Fig. 1: PDN straps and rails
Scale bar: 50 um. Pins as bars on the die edge.
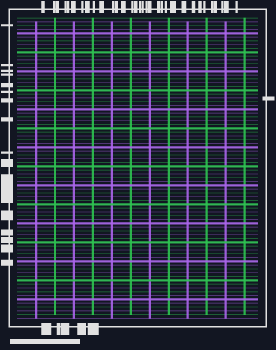
Fig. 2: placed cells, one color a class
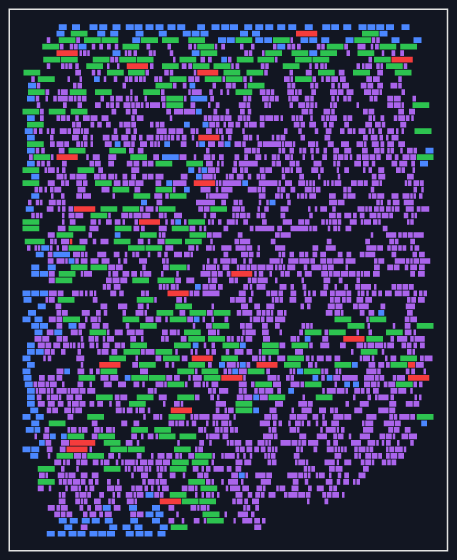
`src/rtl/muldiv_unit.sv`:
```
// ============================================================================
// muldiv_unit : iterative 32-bit shift-add multiply / restoring divide
// Revision    : 1.0
// ============================================================================
`default_nettype none

module muldiv_unit (
  input  logic        clk,
  input  logic        reset,
  input  logic        start,
  input  logic [1:0]  op,
  input  logic [31:0] op_a,
  input  logic [31:0] op_b,
  output logic        busy,
  output logic        done,
  output logic [31:0] result_hi,
  output logic [31:0] result_lo,
  output logic        div_by_zero
);

  localparam logic [4:0] C_LAST_ITER = 5'd31;

  typedef enum logic [1:0] {
    S_IDLE   = 2'd0,
    S_CALC   = 2'd1,
    S_FINISH = 2'd2
  } state_t;

  state_t      state_q, state_d;
  logic [4:0]  count_q, count_d;
  logic [1:0]  op_q, op_d;
  logic [31:0] a_q, a_d;
  logic [31:0] b_q, b_d;
  logic        sign_a_q, sign_a_d;
  logic        sign_b_q, sign_b_d;
  logic [63:0] acc_q, acc_d;
  logic        busy_q, busy_d;
  logic        done_q, done_d;
  logic [31:0] hi_q, hi_d;
  logic [31:0] lo_q, lo_d;
  logic        dbz_q, dbz_d;

  logic        w_in_sign_a, w_in_sign_b;
  logic [31:0] w_in_mag_a, w_in_mag_b;
  logic [32:0] w_mul_sum;
  logic [63:0] w_mul_next;
  logic [32:0] w_rem_shift;
  logic [32:0] w_rem_sub;
  logic        w_div_fits;
  logic [63:0] w_div_next;
  logic [63:0] w_prod_neg;
  logic        w_sign_x;

  // Signed ops work on magnitudes; unsigned ops never see a sign bit.
  assign w_in_sign_a = op[0] & op_a[31];
  assign w_in_sign_b = op[0] & op_b[31];
  assign w_in_mag_a  = w_in_sign_a ? (~op_a + 32'd1) : op_a;
  assign w_in_mag_b  = w_in_sign_b ? (~op_b + 32'd1) : op_b;

  // Multiply: acc = {partial product, remaining multiplier bits}, shifted right.
  assign w_mul_sum  = {1'b0, acc_q[63:32]} + {1'b0, (acc_q[0] ? a_q : 32'd0)};
  assign w_mul_next = {w_mul_sum, acc_q[31:1]};

  // Divide: acc = {partial remainder, dividend/quotient}, shifted left.
  assign w_rem_shift = {acc_q[63:32], acc_q[31]};
  assign w_rem_sub   = w_rem_shift - {1'b0, b_q};
  assign w_div_fits  = (w_rem_shift >= {1'b0, b_q});
  assign w_div_next  = w_div_fits ? {w_rem_sub[31:0], acc_q[30:0], 1'b1}
                                  : {w_rem_shift[31:0], acc_q[30:0], 1'b0};

  assign w_prod_neg = ~acc_q + 64'd1;
  assign w_sign_x   = sign_a_q ^ sign_b_q;

  always_ff @(posedge clk) begin
    if (!reset) begin
      state_q  <= S_IDLE;
      count_q  <= 5'd0;
      op_q     <= 2'd0;
      a_q      <= 32'd0;
      b_q      <= 32'd0;
      sign_a_q <= 1'b0;
      sign_b_q <= 1'b0;
      acc_q    <= 64'd0;
      busy_q   <= 1'b0;
      done_q   <= 1'b0;
      hi_q     <= 32'd0;
      lo_q     <= 32'd0;
      dbz_q    <= 1'b0;
    end else begin
      state_q  <= state_d;
      count_q  <= count_d;
      op_q     <= op_d;
      a_q      <= a_d;
      b_q      <= b_d;
      sign_a_q <= sign_a_d;
      sign_b_q <= sign_b_d;
      acc_q    <= acc_d;
      busy_q   <= busy_d;
      done_q   <= done_d;
      hi_q     <= hi_d;
      lo_q     <= lo_d;
      dbz_q    <= dbz_d;
    end
  end

  always_comb begin
    state_d  = state_q;
    count_d  = count_q;
    op_d     = op_q;
    a_d      = a_q;
    b_d      = b_q;
    sign_a_d = sign_a_q;
    sign_b_d = sign_b_q;
    acc_d    = acc_q;
    busy_d   = busy_q;
    done_d   = 1'b0;
    hi_d     = hi_q;
    lo_d     = lo_q;
    dbz_d    = dbz_q;

    case (state_q)
      S_IDLE: begin
        if (start) begin
          op_d     = op;
          a_d      = w_in_mag_a;
          b_d      = w_in_mag_b;
          sign_a_d = w_in_sign_a;
          sign_b_d = w_in_sign_b;
          count_d  = 5'd0;
          busy_d   = 1'b1;
          acc_d    = op[1] ? {32'd0, w_in_mag_a} : {32'd0, w_in_mag_b};
          state_d  = S_CALC;
        end
      end

      S_CALC: begin
        acc_d   = op_q[1] ? w_div_next : w_mul_next;
        count_d = count_q + 5'd1;
        if (count_q == C_LAST_ITER) begin
          state_d = S_FINISH;
        end
      end

      S_FINISH: begin
        state_d = S_IDLE;
        busy_d  = 1'b0;
        done_d  = 1'b1;
        if (!op_q[1]) begin
          {hi_d, lo_d} = w_sign_x ? w_prod_neg : acc_q;
          dbz_d        = 1'b0;
        end else if (b_q == 32'd0) begin
          // Recover op_a as presented: negating the magnitude restores it.
          lo_d  = 32'hFFFF_FFFF;
          hi_d  = sign_a_q ? (~a_q + 32'd1) : a_q;
          dbz_d = 1'b1;
        end else begin
          lo_d  = w_sign_x ? (~acc_q[31:0] + 32'd1) : acc_q[31:0];
          hi_d  = sign_a_q ? (~acc_q[63:32] + 32'd1) : acc_q[63:32];
          dbz_d = 1'b0;
        end
      end

      default: begin
        state_d = S_IDLE;
        busy_d  = 1'b0;
      end
    endcase
  end

  assign busy        = busy_q;
  assign done        = done_q;
  assign result_hi   = hi_q;
  assign result_lo   = lo_q;
  assign div_by_zero = dbz_q;

endmodule

`default_nettype wire

```
`config.mk`:
```
export PLATFORM = sky130hd
export DESIGN_NAME = muldiv_unit
export DESIGN_NICKNAME = d
export VERILOG_FILES = /design/src/rtl/muldiv_unit.sv
export SDC_FILE = /design/constraint.sdc
export NUM_CORES = 1
export LEC_CHECK = 0
export CORE_ASPECT_RATIO = 1.25
export CORE_MARGIN = 5
export CORE_UTILIZATION = 45
export CTS_CLUSTER_DIAMETER = 80
export CTS_CLUSTER_SIZE = 12
export DETAILED_ROUTE_END_ITERATION = 7
export SLEW_MARGIN = 10
export SYNTH_ARGS = -nofsm -noshare
export SYNTH_HDL_FRONTEND = slang
export SYNTH_SLANG_ARGS = --single-unit
```
`constraint.sdc`:
```
create_clock -name clk -period 4.25 [get_ports clk]
set_input_delay 0.6375 -clock clk [delete_from_list [all_inputs] [get_ports clk]]
set_output_delay 0.6375 -clock clk [all_outputs]
set_load 0.01 [all_outputs]
```
==> run notes <==
Summary of the current implementation state.

- The final count of hold timing violations is 0, for reference.
- The number of antenna violations at the first check in global routing is 1, for reference.
- During synthesis, Yosys emitted a total of 0 warnings.
- The number of flip-flops under the largest register name is roughly 64, for reference.
- The master cell of the clock root buffer is sky130_fd_sc_hd__clkbuf_16, for reference.
- The synthesis-to-layout area growth is 13.9%, for reference.
- The internal reg-to-reg setup slack is roughly 0.7 ns, for reference.
- The standard cell with the maximum stage delay on the critical path is sky130_fd_sc_hd__o41ai_1, for reference.
- The termination of the worst setup path is result_lo[31], for reference.
- The critical path starts at acc_q[13].
- The number of cells in the finished layout apart from fillers is ~2800, for reference.
- The power dissipated by switching net loads is between 2 and 2.5 mW, for reference.
- At the floorplan stage, the core utilization is reported as 0.454.
- The layout has 22 clock buffers.
- The wire length of the first global-routing pass is approximately 98000 um, for reference.
- The number of cells on the worst hold path is 2, for reference.
- The launch point of the worst min-delay path is recorded as div_by_zero.
- Switching power as a fraction of the total was reported as 0.359.
- After the first detailed-routing iteration, the DRC count stood at ~1400.
- The highest metal layer with signal wires is met4, for reference.
- The flow ran to the end, and the final reports show no timing, DRC or antenna violations.
- According to the cell report, flip-flops and latches in the layout number 205.
- The minimum hold slack is roughly 0.46 ns, for reference.
- The buffer-and-inverter tally for the worst setup path is 0, for reference.
- For this run, the post-layout net count is between 2000 and 2500.
- The number of enable flip-flop cells is 0, for reference.
- The dominant kind of combinational cell is AND-OR/OR-AND gates, for reference.
- For this run, global-route usage on met3 was measured as 0.0285.
- The critical path's top delay family is simple AND/OR/NAND/NOR gates, for reference.
- The summed instance area of the synthesized netlist is approximately 17000 um^2, for reference.
- The clock distribution area overhead in the final layout is 0.0296, for reference.
- The post-detailed-route DRC marker count is 0, for reference.
## Picture notes: Fig. 1
Key: VSS = purple; VDD = green
15 straps on met5. 12 straps on met4. 136 signal pins sit on the boundary. The core has 79 rows. 80 met1 rails follow the rows.
die span in y: 226 um
core footprint: 37100 um^2
IR drop worst, VDD: 0.219 mV
overall die width: 183 um

## Picture notes: Fig. 2
Key: clock drivers and dummy loads = red [cells 24]; registers = green [cells 205]; remaining buffers and delay cells = blue [cells 185]; remaining logic cells = purple [cells 1892]
fraction of standard cell area that is sequential: 0.214
cell row count: 79

No activity file was given, so power comes from the tool's default toggle rates.
